==> config.mk <==
export PLATFORM = sky130hd
export DESIGN_NAME = param_shift_register
export DESIGN_NICKNAME = d
export VERILOG_FILES = /design/src/rtl/shift_pkg.sv /design/src/rtl/sat_fill_counter.sv /design/src/rtl/param_shift_register.sv
export SDC_FILE = /design/constraint.sdc
export NUM_CORES = 1
export LEC_CHECK = 0
export CAP_MARGIN = 20
export CORE_ASPECT_RATIO = 0.9
export CORE_MARGIN = 2
export CORE_UTILIZATION = 40
export CTS_BUF_LIST = sky130_fd_sc_hd__clkbuf_2
export DETAILED_ROUTE_END_ITERATION = 8
export GPL_ROUTABILITY_DRIVEN = 0
export HOLD_SLACK_MARGIN = 0.02
export PLACE_DENSITY = 0.73
export REMOVE_ABC_BUFFERS = 1
export SKIP_CTS_REPAIR_TIMING = 1
export SYNTH_ARGS = -nofsm -noshare
export SYNTH_HDL_FRONTEND = slang
export SYNTH_SLANG_ARGS = --single-unit
==> constraint.sdc <==
create_clock -name clock -period 1.8 [get_ports clock]
set_input_delay 0.36 -clock clock [delete_from_list [all_inputs] [get_ports clock]]
set_output_delay 0.36 -clock clock [all_outputs]
set_load 0.03 [all_outputs]
Fig. 1: run 1, zoomed window
Window x 31 to 61, y 44 to 74 µm. Cells in gray, sequential cells in the stronger gray; small squares are vias.
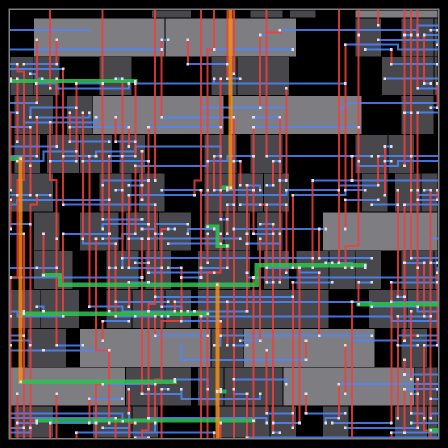
M1: in blue. M4: in orange. M2: in red. M3: in green.
Sequential cells in the window: 9. 75 logic cells have their middle in the window. Most frequent: nor2b_1 (18), a21oi_1 (16).

Fig. 2: run 1, hierarchy map of the flops
Drawn at 4 px/µm.
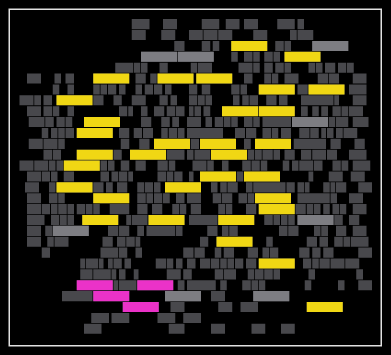
u_fill: in magenta, placed flops 4. g_stage: in yellow, placed flops 32.
Another 8 sequential cells are not colored.
post-route insts no fill: 527
Final Core Density: 57.8%
Die Area: 0.00776 mm²

Fig. 3: run 1, routing congestion
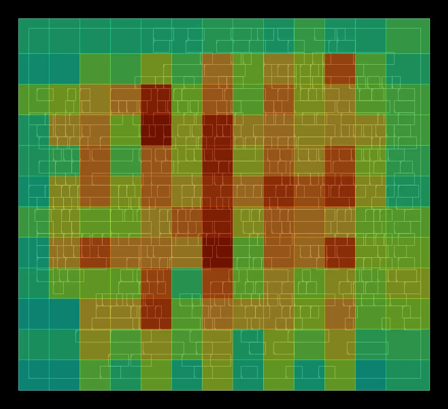
M2 GR Usage: 32.1%
gr usage total: 20.4%
Routed wire per std cell: 15.6 µm

Fig. 4: run 1, signal wires on met1
Drawn at 4 px/µm. Supply wires on this layer in gray.
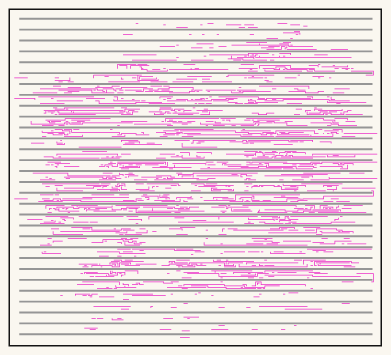
The longest straight run is 27.1 µm. 427 nets have wire on it. The layer carries 3730 µm of wire. The layer holds 45% of the routed length.
via count: 2811
Total Wirelength: 8220 µm
global-route met1 utilization: 28.9%

==> flow_summary.toml, run 1 <==
# physical design summary
[worst_setup_path]
endpoint_kind = "output pin"
cp-start-kind = "flop"
ff2ff_setup_slack_ns = 0.29

[global_routing]
gr-usage-met3_pct = 5.24
grt.busiest_layer = "met2"
antenna_found_initial = 0
grt_max_degree = 35

[run_status]
failed_checks = "negative setup slack"
outcome = "complete, but fails checks"

[synth]
ys_seq_share_pct = 38.9
yosys_warnings = 0

[place]
post-dp-hpwl_um = 5600

[timing]
max_slew_margin_pct = 67.1
setup_viol = 8
setup_ws_ns = -0.203
min_period_over_period_pct = 111

[floorplanning]
die_w_um = 92.6

[final_layout]
fill_cells = 632
drive_gt1_share_pct = 18.0
stdcell_area_mm2 = 0.00403

[clocking]
ctsHtreeMaxLevel = 2
cts-root-buf = "clkbuf_2"

[min_path]
holdPathStages = 2
[run 1: critical path, stage by stage (launching register included)]
cell     delay, ns
dfrtp_1       0.45
mux4_2        0.48
inv_2         0.06
o21ai_1       0.05
buf_4         0.16
[run 1: per-layer routing]
layer  wire length, µm  vias to the layer above
li1                  -                     1357
met1              3730                     1350
met2              3880                       97
met3               556                        7
met4                57                        0
met5                 0                        -
[run 1: cells in the final DEF, fill, tap and decap left out, drive strengths merged, types with 2 or more instances in the layout]
| cell | n |
|---|---|
| nand3 | 4 |
| nor2 | 6 |
| ha | 2 |
| a31oi | 6 |
| dlymetal6s2s | 14 |
| clkinv | 2 |
| mux4 | 4 |
| a21oi | 83 |
| and2b | 6 |
| nor2b | 77 |
| clkinvlp | 2 |
| mux2i | 4 |
| inv | 7 |
| clkdlybuf4s50 | 49 |
| clkbuf | 7 |
| a22oi | 4 |
| dfrtp | 44 |
| nand2 | 4 |
| o22ai | 5 |
| o21ai | 45 |
| buf | 53 |
[run 1: cell families after synthesis]
kind of cell	count (synthesis)	share of synthesized area (%)
AOI/OAI and AO/OA	145	27.6
adders and majority gates	2	0.884
and+or+nand+nor	100	21.5
DFF	44	38.9
buffers and inverters	36	6.59
muxes	8	4.60
[run 1: power by group]
| part | switching (mW) | total (mW) | internal [mW] |
|---|---|---|---|
| clock network | 0.368 | 0.464 | 0.0968 |
| registers | 0.143 | 1.29 | 1.15 |
| logic | 0.586 | 1.23 | 0.643 |
| total | 1.10 | 2.98 | 1.89 |
[run 1: cell type report]
type	instances	area share [%]
clock buffers	5	0.621
clock inverters	3	0.590
inverters	8	0.746
multi-input cells	255	38.9
flip-flops and latches	44	27.3
well taps	93	2.89
repair buffers	119	28.9
Fig. 5: run 1, gate-type map
Drawn at 4 px/µm.
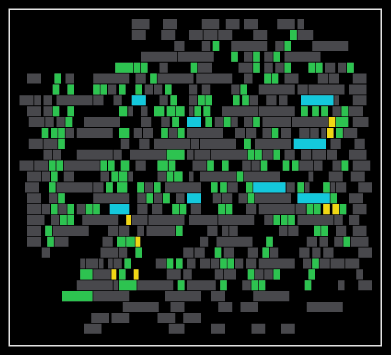

--- run 2 (diff from run 1) ---
--- a/config.mk
+++ b/config.mk
@@ -13,9 +13,10 @@
 export DETAILED_ROUTE_END_ITERATION = 8
 export GPL_ROUTABILITY_DRIVEN = 0
 export HOLD_SLACK_MARGIN = 0.02
-export PLACE_DENSITY = 0.73
+export PLACE_DENSITY = 0.72
 export REMOVE_ABC_BUFFERS = 1
 export SKIP_CTS_REPAIR_TIMING = 1
 export SYNTH_ARGS = -nofsm -noshare
 export SYNTH_HDL_FRONTEND = slang
+export SYNTH_HIERARCHICAL = 1
 export SYNTH_SLANG_ARGS = --single-unit
Fig. 6: run 2, gate-type map
Drawn at 4 px/µm.
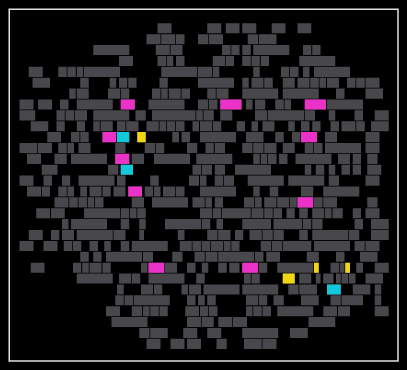
non-inverting ao/oa cells: in cyan, cells 3. nand cells: in yellow, cells 4. mux cells: in magenta, cells 10.
post-route insts no fill: 517
most frequent logic cell in the layout: nor2b_1
Comb/total area: 42.8%

Fig. 7: run 2, routing congestion
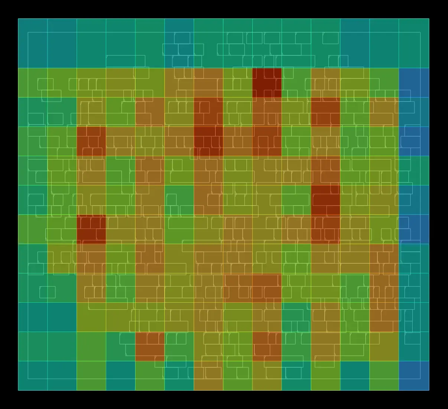
met3 Track Usage GR: 3.59%
Routed wire per std cell: 15.8 µm

Fig. 8: run 2, metal layers overlaid
Drawn at 4 px/µm. Only two layers are drawn.
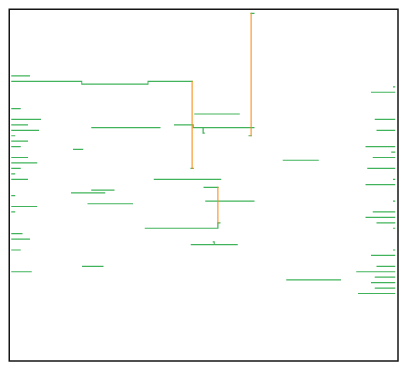
M4: in orange, wire length 61.2 µm. M3: in green, wire length 389 µm.
gr usage total: 18.8%
Total Wirelength: 8180 µm

==> run 2 against run 1 <==
  * Register-to-register slack lost 0.07 ns
  * The run still ends with negative setup slack left
  * Largest cell class unchanged
  * Largest power group unchanged
  * Clock power rose by 25%
  * Sequential power barely moved
  * Non-clock buffer count fell by 9
==> flow_summary.toml, run 2 <==
# physical design summary
[final_layout]
drive_gt1_share_pct = 24.0
final_net_count = 478
mostFrequentLayoutCells = "nor2b_1, clkdlybuf4s50_1, o21ai_1, dfrtp_1"
syn2layout_area_growth_pct = 34.6

[timing]
worst_pin_slew_ns = 0.496
finalClockSkew_ns = 0.0161
min_period_over_period_pct = 112
setup_ws_ns = -0.214
max_slew_margin_pct = 66.9
fmax_ghz = 0.497
setup_viol = 8

[floorplanning]
die-area_mm2 = 0.00848
die_w_um = 96.8

[worst_setup_path]
max_stage_delay_ns = 0.46
ff2ff_setup_slack_ns = 0.22
cp-start-kind = "flop"
endpoint_kind = "output pin"
critPathBufInv = 1
crit_chain = "mux2_1 > a32oi_1 > o21ai_1 > buf_4"
crit_slowest_cell = "dfrtp_1"
cp_top_family = "flip-flops"
cp.required_ns = 1.44
crit_cells = 4

[clocking]
clk_latency_ns = 0.43
clk_path_buf_depth = 2
cts-root-buf = "clkbuf_2"
ctsHtreeMaxLevel = 2

[run]
maxCapViolCount = 0

[synth]
async_reset_ff_share_pct = 100
synth_cells = 334
ys_seq_share_pct = 35.5
yosys_warnings = 6
synthTopCellsByCount = "nor2b_1, o21ai_1, dfrtp_1"
ys.flop_type = "dfrtp_1"
syn_area_mm2 = 0.00310
ys.flops = 44
yosys-top-cells-area = "dfrtp_1, nor2b_1, a21oi_2"

[place]
post-dp-hpwl_um = 5430
pre_cts_slack_ns = -0.436
dp.cells = 501

[global_routing]
grt_max_degree = 47
antenna_found_initial = 0
grt_first_pass_wirelength_um = 13200

[route]
via_count = 2825

[run_status]
outcome = "complete, but fails checks"
failed_checks = "negative setup slack"

[min_path]
hold_path_class = "input pin to flop"
holdPathStages = 3
run 2: cell count changes after synthesis, sizes merged, moves of 4 or more:
cell	before	now
a21oi	83	40
a31oi	6	40
nor2b	77	86
a32oi	0	6
and2b	6	0
inv	7	1
mux2	0	6
o22ai	5	0
mux4	4	0
nand3	4	0
run 2: cells by family (layout without fill, tap and decap cells):
family,after synthesis,after routing,synth area share [%]
and+or+nand+nor,97,97,19.6
DFF,44,44,35.5
muxes,10,10,3.47
adders and majority gates,2,2,0.807
AOI/OAI and AO/OA,149,149,33.3
buffers and inverters,32,119,7.30
run 2: area by class of cell:
| type | count | area, µm² |
|---|---|---|
| fill | 700 | 3370 |
| clock buffer | 5 | 25.0 |
| inverter | 1 | 3.75 |
| multi-input combinational | 258 | 1790 |
| timing repair buffer | 110 | 1090 |
| tap | 96 | 120 |
| sequential | 44 | 1100 |
| clock inverter | 3 | 42.5 |
run 2: report_power, final:
part	internal [mW]	switching, mW	leakage (nW)
registers	1.14	0.172	0.565
clock network	0.233	0.349	0.0406
logic	0.600	0.558	1.21
run 2: metrics by stage:
step	utilization, %	instance area [µm²]	setup TNS, ns
floorplan	-	2880	-13.79
global placement	52.6	3970	-3.59
detailed placement	52.6	3970	-4.20
CTS	53.5	4040	-4.88
global route	55.3	4170	-1.94
finish	55.3	4170	-1.15
run 2: worst reg2reg max path, stage by stage, from the launching register on:
cell and delay (ns):
dfrtp_1 0.50, ha_1 0.27, a21boi_4 0.23, nor3_2 0.06, a311oi_2 0.29, and3b_1 0.19
run 2: per-layer routing:
layer	routed length (µm)	global-route usage, %
met2	3780	30.4
met3	388	3.59
met4	61	3.46
met5	0	0
met1	3940	26.9
Power figures rest on the tool's default switching activity, not on a simulated workload.
